Figure 1. A small window of the routed layout.
Bar = 10 um. Region (29, 0) to (69, 40) um. Cells in grey, sequential cells in the stronger grey; small squares are vias.
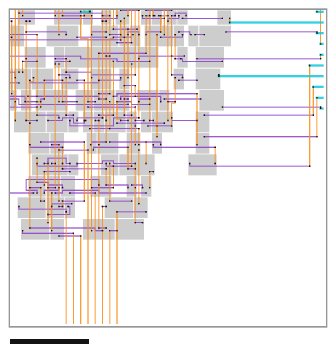
Figure 2. Routing congestion.
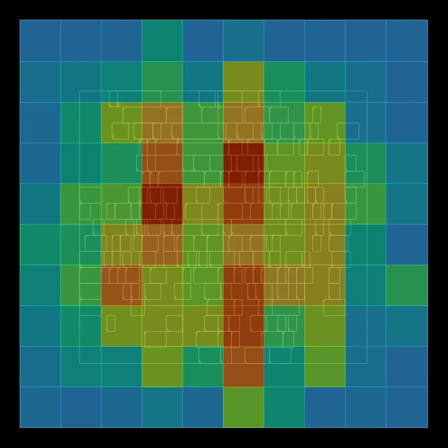
Figure 3. The metal 1 layer.
Bar = 20 um. Supply wires on this layer in grey.
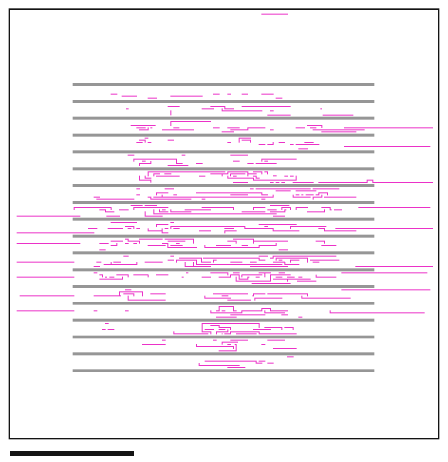
## src/rtl/uc_multiciclo.sv

```systemverilog
// Multicycle RV32I control unit: sequences the shared ALU, unified memory, IR and
// register file for lw/sw/R/I/beq/jal, and traps on any other opcode.
module uc_multiciclo #(
    parameter bit MEM_WAIT = 1'b1
) (
    input  logic       clk,
    input  logic       rst_n,
    input  logic [6:0] op,
    input  logic [2:0] f3,
    input  logic       f7,
    input  logic       zero,
    input  logic       memReady,
    output logic       pcWrite,
    output logic       adrSrc,
    output logic       memWrite,
    output logic       irWrite,
    output logic [1:0] resSrc,
    output logic [1:0] aluSrcA,
    output logic [1:0] aluSrcB,
    output logic [2:0] ALUControl,
    output logic [1:0] inmSrc,
    output logic       regWrite,
    output logic       instrDone,
    output logic       illegalInstr,
    output logic [3:0] state
);

    typedef enum logic [3:0] {
        S_FETCH    = 4'd0,
        S_DECODE   = 4'd1,
        S_MEMADR   = 4'd2,
        S_MEMREAD  = 4'd3,
        S_MEMWB    = 4'd4,
        S_MEMWRITE = 4'd5,
        S_EXECR    = 4'd6,
        S_EXECI    = 4'd7,
        S_ALUWB    = 4'd8,
        S_BEQ      = 4'd9,
        S_JAL      = 4'd10,
        S_TRAP     = 4'd11
    } state_t;

    typedef enum logic [1:0] {
        OP_ADD   = 2'd0,
        OP_SUB   = 2'd1,
        OP_FUNCT = 2'd2
    } alu_op_t;

    localparam logic [6:0] OPC_LOAD  = 7'b0000011;
    localparam logic [6:0] OPC_STORE = 7'b0100011;
    localparam logic [6:0] OPC_RTYPE = 7'b0110011;
    localparam logic [6:0] OPC_ITYPE = 7'b0010011;
    localparam logic [6:0] OPC_BEQ   = 7'b1100011;
    localparam logic [6:0] OPC_JAL   = 7'b1101111;

    state_t  cur, nxt;
    alu_op_t alu_op;
    logic    illegal_q;
    logic    ready;
    logic    pc_w, mem_w, ir_w, reg_w;

    // Only R-type (op[5]=1) can select sub through funct; I-type addi ignores f7.
    function automatic logic [2:0] alu_decode(input alu_op_t aop, input logic op5,
                                              input logic [2:0] fn3, input logic fn7);
        logic [2:0] ctl;
        ctl = 3'b000;
        case (aop)
            OP_SUB:   ctl = 3'b001;
            OP_FUNCT: begin
                case (fn3)
                    3'b000:  ctl = (op5 & fn7) ? 3'b001 : 3'b000;
                    3'b010:  ctl = 3'b101;
                    3'b110:  ctl = 3'b011;
                    3'b111:  ctl = 3'b010;
                    default: ctl = 3'b000;
                endcase
            end
            default:  ctl = 3'b000;
        endcase
        return ctl;
    endfunction

    function automatic logic [1:0] imm_decode(input logic [6:0] opc);
        logic [1:0] sel;
        case (opc)
            OPC_STORE: sel = 2'b01;
            OPC_BEQ:   sel = 2'b10;
            OPC_JAL:   sel = 2'b11;
            default:   sel = 2'b00;
        endcase
        return sel;
    endfunction

    assign ready = MEM_WAIT ? memReady : 1'b1;

    always_comb begin
        nxt       = S_FETCH;
        alu_op    = OP_ADD;
        pc_w      = 1'b0;
        mem_w     = 1'b0;
        ir_w      = 1'b0;
        reg_w     = 1'b0;
        adrSrc    = 1'b0;
        resSrc    = 2'b00;
        aluSrcA   = 2'b00;
        aluSrcB   = 2'b00;
        instrDone = 1'b0;
        case (cur)
            S_FETCH: begin
                aluSrcB = 2'b10;
                resSrc  = 2'b10;
                // PC and IR load together, only on the completing cycle of the fetch.
                pc_w    = ready;
                ir_w    = ready;
                nxt     = ready ? S_DECODE : S_FETCH;
            end
            S_DECODE: begin
                aluSrcA = 2'b01;
                aluSrcB = 2'b01;
                case (op)
                    OPC_LOAD, OPC_STORE: nxt = S_MEMADR;
                    OPC_RTYPE:           nxt = S_EXECR;
                    OPC_ITYPE:           nxt = S_EXECI;
                    OPC_BEQ:             nxt = S_BEQ;
                    OPC_JAL:             nxt = S_JAL;
                    default:             nxt = S_TRAP;
                endcase
            end
            S_MEMADR: begin
                aluSrcA = 2'b10;
                aluSrcB = 2'b01;
                nxt     = op[5] ? S_MEMWRITE : S_MEMREAD;
            end
            S_MEMREAD: begin
                adrSrc = 1'b1;
                nxt    = ready ? S_MEMWB : S_MEMREAD;
            end
            S_MEMWB: begin
                resSrc    = 2'b01;
                reg_w     = 1'b1;
                instrDone = 1'b1;
            end
            S_MEMWRITE: begin
                adrSrc    = 1'b1;
                mem_w     = 1'b1;
                instrDone = ready;
                nxt       = ready ? S_FETCH : S_MEMWRITE;
            end
            S_EXECR: begin
                aluSrcA = 2'b10;
                alu_op  = OP_FUNCT;
                nxt     = S_ALUWB;
            end
            S_EXECI: begin
                aluSrcA = 2'b10;
                aluSrcB = 2'b01;
                alu_op  = OP_FUNCT;
                nxt     = S_ALUWB;
            end
            S_ALUWB: begin
                reg_w     = 1'b1;
                instrDone = 1'b1;
            end
            S_BEQ: begin
                aluSrcA   = 2'b10;
                alu_op    = OP_SUB;
                pc_w      = zero;
                instrDone = 1'b1;
            end
            S_JAL: begin
                // aluOut still holds the target computed in DECODE; ALU forms oldPC+4 for rd.
                aluSrcA = 2'b01;
                aluSrcB = 2'b10;
                pc_w    = 1'b1;
                nxt     = S_ALUWB;
            end
            S_TRAP:  nxt = S_TRAP;
            default: nxt = S_FETCH;
        endcase
    end

    always_ff @(posedge clk) begin
        if (!rst_n) begin
            cur       <= S_FETCH;
            illegal_q <= 1'b0;
        end else begin
            cur <= nxt;
            if (nxt == S_TRAP)
                illegal_q <= 1'b1;
        end
    end

    assign pcWrite      = pc_w  & rst_n;
    assign memWrite     = mem_w & rst_n;
    assign irWrite      = ir_w  & rst_n;
    assign regWrite     = reg_w & rst_n;
    assign ALUControl   = alu_decode(alu_op, op[5], f3, f7);
    assign inmSrc       = imm_decode(op);
    assign illegalInstr = illegal_q;
    assign state        = cur;

endmodule
```

## config.mk

```make
export PLATFORM = sky130hd
export DESIGN_NAME = uc_multiciclo
export DESIGN_NICKNAME = d
export VERILOG_FILES = /design/src/rtl/uc_multiciclo.sv
export SDC_FILE = /design/constraint.sdc
export NUM_CORES = 1
export LEC_CHECK = 0
export ABC_AREA = 1
export CAP_MARGIN = 10
export CORE_MARGIN = 10
export CORE_UTILIZATION = 25
export DETAILED_ROUTE_END_ITERATION = 10
export HOLD_SLACK_MARGIN = 0.03
export PLACE_DENSITY_LB_ADDON = 0.3
export SLEW_MARGIN = 20
export SYNTH_ARGS = -nofsm -noshare
export SYNTH_HDL_FRONTEND = slang
export SYNTH_SLANG_ARGS = --single-unit
```

## constraint.sdc

```tcl
create_clock -name clk -period 1.9 [get_ports clk]
set_clock_uncertainty 0.05 [all_clocks]
set_input_delay 0.38 -clock clk [delete_from_list [all_inputs] [get_ports clk]]
set_output_delay 0.38 -clock clk [all_outputs]
set_load 0.01 [all_outputs]
```

==> out/metrics.cfg <==
[yosys]
synth-edff-count = 0
ys_cells = 113
synth.area.top_cells = sky130_fd_sc_hd__nand2_1 (19%), sky130_fd_sc_hd__dfxtp_1 (17%), sky130_fd_sc_hd__inv_1 (14%)
syn_nets = 130
synth-area-yosys_um2 = 604
avgSynthCellArea_um2 = 5.35

[final_timing]
setup_viol = 2
worst-slew-pin-transition_ns = 0.212
clock.fmax_mhz = 520
worst_slack_ns = -0.0225
maxSlewHeadroom_pct = 85.7
layout_worst_path_cycle_share_pct = 101

[pwr]
power.internal_mw = 0.511
swShare_pct = 42.3
share_seq_of_total_power_pct = 16.8
power.static_leakage_nw = 0.655

[clock_tree]
clock-sinks = 5
cts_tree = built
clk_transition_reported_paths_ns = 0.04

[run_status]
outcome = finished, violations left
violations_in_the_final_reports = setup timing

[worst_setup_path]
cell_by_cell_trace_of_the_critical_path = inv_2 > nand2_2 > nor2_4 > inv_2 > ha_4 > nand2_2 > nor2_1 > nor2_1 > a21oi_1 > buf_2
worstPathMaxFanout = 3
worst_ep_arrival_time_ns = 1.49
worst_path_largest_cell_delay_ns = 0.33

[hold_path]
holdCritPathClass = reg2reg

[finish]
layout_top_cells = sky130_fd_sc_hd__buf_4 (29), sky130_fd_sc_hd__nand2_1 (26), sky130_fd_sc_hd__clkdlybuf4s50_1 (19), sky130_fd_sc_hd__inv_1 (17), sky130_fd_sc_hd__nor2_1 (13)

[run]
log.warning_count = 29

Back to the opening pictures, Figure 1:
| layer | colour |
|---|---|
| met4 | green |
| met2 | orange |
| met1 | purple |
| met3 | cyan |
cells with their middle in the window: 78
sequential cells in the window: 0
most frequent: buf_4 (11), nand2_1 (10), inv_1 (9)

Back to the opening pictures, Figure 2:
Routed wire per std cell: 12.0 um
GRT Resource Usage Total: 9.70%
GR Layer Usage met3: 2.14%

Back to the opening pictures, Figure 3:
longest straight run: 19.8 um
share of all routed wire: 42%
nets with wire on the layer: 188
wire length on this layer: 1070 um
count of vias placed by the detailed router: 929
wire length after detailed routing: 2.51 mm
met1 usage in global routing: 10.8%

==> per-layer routing <==
layer	vias to the layer above	global-route usage, %
li1	489	-
met1	406	10.8
met2	32	17.5
met3	2	2.14
met4	0	3.10
met5	-	0
==> power by group through the flow <==
| stage | clock, mW | combinational (mW) | sequential (mW) |
|---|---|---|---|
| 2_1_floorplan | 0 | 0.255 | 0.155 |
| 3_3_place_gp | 0 | 0.625 | 0.138 |
| 3_5_place_dp | 0 | 0.635 | 0.139 |
| 4_1_cts | 0.123 | 0.599 | 0.139 |
| 5_1_grt | 0.131 | 0.685 | 0.151 |
| 6_report | 0.118 | 0.620 | 0.149 |
==> layout make-up <==
type                       instances  area, um^2
sequential                         5         106
fill                             228         993
inverter                          25        98.8
clock buffer                       4        26.3
multi-input combinational         82         469
tap                               28        35.0
timing repair buffer              66         526
==> path summary, 6_finish.rpt <==
kind / start / endpoint / slack [ns] / cells after the start
worst max-delay path: state[2] / ALUControl[0] / -0.02 / 10
worst min-delay path: illegalInstr / illegalInstr / 0.41 / 2
worst max register to register: state[3] / illegalInstr / 0.40 / 11
worst min register to register: illegalInstr / illegalInstr / 0.41 / 2
==> stage by stage <==
step | utilization, % | TNS, ns | hold WS, ns
final | 55.9 | -0.0299 | 0.409
after global routing | 55.9 | -0.245 | 0.441
after CTS | 54.7 | -0.0720 | 0.411
after detailed placement | 54.1 | -2.60 | 0.404
after global placement | 54.1 | -2.33 | 0.400
after floorplan | - | 0 | 0.434
==> kinds of logic (layout without fill, tap and decap cells) <==
group | count (synthesis) | count (layout) | synth area share, %
fa+ha+maj | 2 | 2 | 4.14
buf+inv | 26 | 95 | 17.6
simple gates | 68 | 68 | 49.7
flops | 5 | 5 | 16.6
compound gates | 12 | 12 | 12.0
==> state kept, by name, indices dropped and copies added (netlist names) <==
register      flops
state             4
illegalInstr      1
Power figures rest on the tool's default switching activity, not on a simulated workload.
